### Clock routing

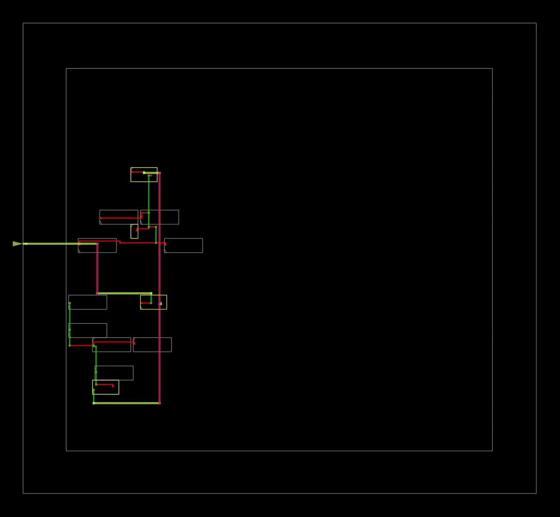
### Routed metal, one color a layer

(4 px per um)
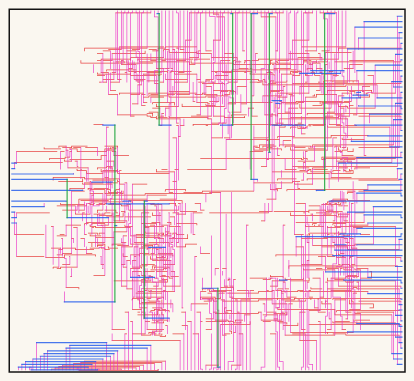
### Local utilization

(4 px per um) The die is cut into 10 by 9 equal tiles; white is low, dark blue is high, 0 to 100% covered.
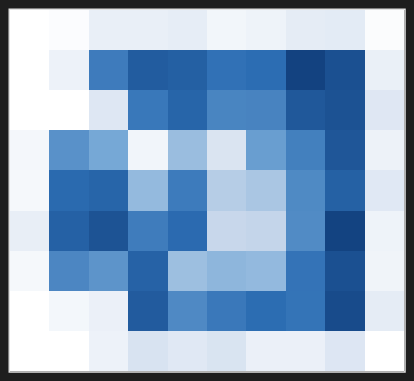
<file path="src/rtl/soc_pkg.sv">
// rtl/soc_pkg.sv - shared widths, requester ids and helpers for the RAM arbiter
package soc_pkg;

  localparam int NREQ   = 3;
  localparam int ADDR_W = 19;
  localparam int DATA_W = 19;

  typedef enum logic [1:0] {
    REQ_IF  = 2'd0,
    REQ_LSU = 2'd1,
    REQ_DMA = 2'd2
  } req_id_e;

  // Successor of a requester id in the 0 -> 1 -> 2 -> 0 rotation.
  function automatic logic [1:0] next_id(input logic [1:0] id);
    return (id == 2'd2) ? 2'd0 : id + 2'd1;
  endfunction

endpackage

</file>
<file path="src/rtl/rr_pick.sv">
// rtl/rr_pick.sv - combinational 3-way rotating priority picker
module rr_pick
  import soc_pkg::*;
(
  input  logic [NREQ-1:0] valid_i,
  input  logic [1:0]      ptr_i,
  output logic [NREQ-1:0] grant_o,
  output logic [1:0]      winner_o
);

  // Scan ptr, ptr+1, ptr+2 (mod 3); the first valid requester wins.
  always_comb begin
    logic [1:0] cand;
    logic       found;
    grant_o  = '0;
    winner_o = 2'd0;
    found    = 1'b0;
    cand     = (ptr_i > 2'd2) ? 2'd0 : ptr_i;
    for (int k = 0; k < NREQ; k++) begin
      if (!found && valid_i[cand]) begin
        grant_o[cand] = 1'b1;
        winner_o      = cand;
        found         = 1'b1;
      end
      cand = next_id(cand);
    end
  end

endmodule

</file>
<file path="src/rtl/mem_arbiter.sv">
// rtl/mem_arbiter.sv - round-robin RAM arbiter with bounded lock and read response routing
module mem_arbiter
  import soc_pkg::*;
#(
  parameter int LOCK_MAX = 4
) (
  input  logic                   clk,
  input  logic                   rst,
  input  logic [NREQ-1:0]        req_valid,
  output logic [NREQ-1:0]        req_ready,
  input  logic [NREQ-1:0]        req_write,
  input  logic [NREQ-1:0]        req_lock,
  input  logic [NREQ*ADDR_W-1:0] req_addr,
  input  logic [NREQ*DATA_W-1:0] req_wdata,
  output logic [NREQ-1:0]        rsp_valid,
  output logic [DATA_W-1:0]      rsp_rdata,
  output logic                   mem_valid,
  output logic                   mem_write,
  output logic [ADDR_W-1:0]      mem_addr,
  output logic [DATA_W-1:0]      mem_wdata,
  input  logic [DATA_W-1:0]      mem_rdata
);

  // Last lock count value that still allows one more locked grant.
  localparam logic [3:0] LOCK_LAST = 4'(LOCK_MAX - 1);

  logic [1:0]      ptr_q, ptr_d;
  logic [3:0]      lock_cnt_q, lock_cnt_d;
  logic            rd_pend_q, rd_pend_d;
  logic [1:0]      rsp_id_q, rsp_id_d;

  logic [NREQ-1:0] pick_grant;
  logic [1:0]      pick_id;
  logic [NREQ-1:0] grant;
  logic            any_grant;

  rr_pick u_pick (
    .valid_i  (req_valid),
    .ptr_i    (ptr_q),
    .grant_o  (pick_grant),
    .winner_o (pick_id)
  );

  // Reset forces the grant off combinationally so nothing reaches the RAM.
  always_comb begin
    grant     = rst ? '0 : pick_grant;
    any_grant = |grant;
    req_ready = grant;
    mem_valid = any_grant;
  end

  // Steer the winner's command onto the RAM port; all-zero when idle.
  always_comb begin
    mem_write = 1'b0;
    mem_addr  = '0;
    mem_wdata = '0;
    for (int i = 0; i < NREQ; i++) begin
      if (grant[i]) begin
        mem_write = req_write[i];
        mem_addr  = req_addr[i*ADDR_W +: ADDR_W];
        mem_wdata = req_wdata[i*DATA_W +: DATA_W];
      end
    end
  end

  // Next pointer / lock count and read-pending bookkeeping.
  always_comb begin
    ptr_d      = ptr_q;
    lock_cnt_d = 4'd0;
    rd_pend_d  = 1'b0;
    rsp_id_d   = rsp_id_q;
    if (any_grant) begin
      if (req_lock[pick_id] && (lock_cnt_q < LOCK_LAST)) begin
        ptr_d      = pick_id;
        lock_cnt_d = lock_cnt_q + 4'd1;
      end else begin
        ptr_d      = next_id(pick_id);
      end
      if (!req_write[pick_id]) begin
        rd_pend_d = 1'b1;
        rsp_id_d  = pick_id;
      end
    end
  end

  // Arbitration state registers with synchronous reset.
  always_ff @(posedge clk) begin
    if (rst) begin
      ptr_q      <= 2'd0;
      lock_cnt_q <= 4'd0;
      rd_pend_q  <= 1'b0;
      rsp_id_q   <= 2'd0;
    end else begin
      ptr_q      <= ptr_d;
      lock_cnt_q <= lock_cnt_d;
      rd_pend_q  <= rd_pend_d;
      rsp_id_q   <= rsp_id_d;
    end
  end

  // Route the RAM's registered read data to whoever issued the read.
  always_comb begin
    for (int i = 0; i < NREQ; i++) begin
      rsp_valid[i] = rd_pend_q && (rsp_id_q == 2'(i));
    end
    rsp_rdata = mem_rdata;
  end

endmodule

</file>
<file path="config.mk">
export PLATFORM = sky130hd
export DESIGN_NAME = mem_arbiter
export DESIGN_NICKNAME = d
export VERILOG_FILES = /design/src/rtl/soc_pkg.sv /design/src/rtl/rr_pick.sv /design/src/rtl/mem_arbiter.sv
export SDC_FILE = /design/constraint.sdc
export NUM_CORES = 1
export LEC_CHECK = 0
export ABC_AREA = 1
export CAP_MARGIN = 20
export CORE_ASPECT_RATIO = 0.9
export CORE_MARGIN = 8
export CORE_UTILIZATION = 30
export CTS_CLUSTER_SIZE = 25
export DETAILED_ROUTE_END_ITERATION = 6
export PLACE_DENSITY = 0.87
export REMOVE_ABC_BUFFERS = 1
export SLEW_MARGIN = 20
export SYNTH_ARGS = -nofsm -noshare
export SYNTH_HDL_FRONTEND = slang
export SYNTH_HIERARCHICAL = 1
export SYNTH_SLANG_ARGS = --single-unit
</file>
<file path="constraint.sdc">
create_clock -name clk -period 4.55 [get_ports clk]
set_input_delay 1.1375 -clock clk [delete_from_list [all_inputs] [get_ports clk]]
set_output_delay 1.1375 -clock clk [all_outputs]
set_load 0.005 [all_outputs]
</file>
==> results_dict.tcl <==
# implementation run metrics
set metrics [dict create \
    setup_viol 0 \
    worst_margin_slew_ps 494.2 \
    synth_area_um2 1841 \
    internal_power_mw 0.9279 \
    io_pins 209 \
    yosys_area_um2 1841 \
    final.period_utilization_pct 95.29 \
    final.setup.worst_slack_ps 214.2 \
    synthCells 325 \
    worstHoldStart "lock_cnt_q[0]$_SDFF_PP0_" \
    htreeDepth 1 \
    instances_no_fill 553 \
    status "complete, no violations" \
    vias 2835 \
    numSynthFlops 9 \
    grt_pass1_vias 2709 \
    layout_min_cycle_time_ps 4336 \
    worst_skew_pair.late_latency_ps 240 \
    path_class "input port to output pin" \
    synthDistinctLibCells 25 \
    n_fill_cell 525 \
    power.share.sequential_pct 6.4 \
    antenna_cells 0 \
]
Notes on 'Clock routing' above:
number of clock sinks seen by CTS: 9
Final Skew: 5.556 ps
number of buffers created by CTS: 3

Notes on 'Routed metal, one color a layer' above:
color	layer	wire length
magenta	met2	4600 um
blue	met3	834 um
red	met1	3600 um
green	met4	279 um

Notes on 'Local utilization' above:
emptiest ninth of the die	north-west
mean over tiles	40%
nearly empty tiles	11%

final timing paths:
check	end	slack (ps)	cells after the start
worst max-delay path	mem_addr[12]	210	15
worst min-delay path	lock_cnt_q[0]$_SDFF_PP0_	430	1
worst max register to register	ptr_q[0]$_SDFFE_PP0P_	2070	18
worst min register to register	lock_cnt_q[0]$_SDFF_PP0_	430	1
cell type report:
cell class	instances	area share, %
repair buffers	191	54.05
well taps	72	2.449
multi-input cells	248	34.08
flip-flops and latches	9	4.898
clock buffers	4	1.224
inverters	29	3.299
registers in the layout, summed over array words and instances, names as in the netlist:
name and cells:
ptr_q 2, rd_pend_q 1, rsp_id_q 2, lock_cnt_q 4
kinds of logic after synthesis:
logic type                 Yosys count
other                                1
and+or+nand+nor                    191
DFF                                  9
buffers and inverters               69
adders and majority gates            5
AOI/OAI and AO/OA                   50
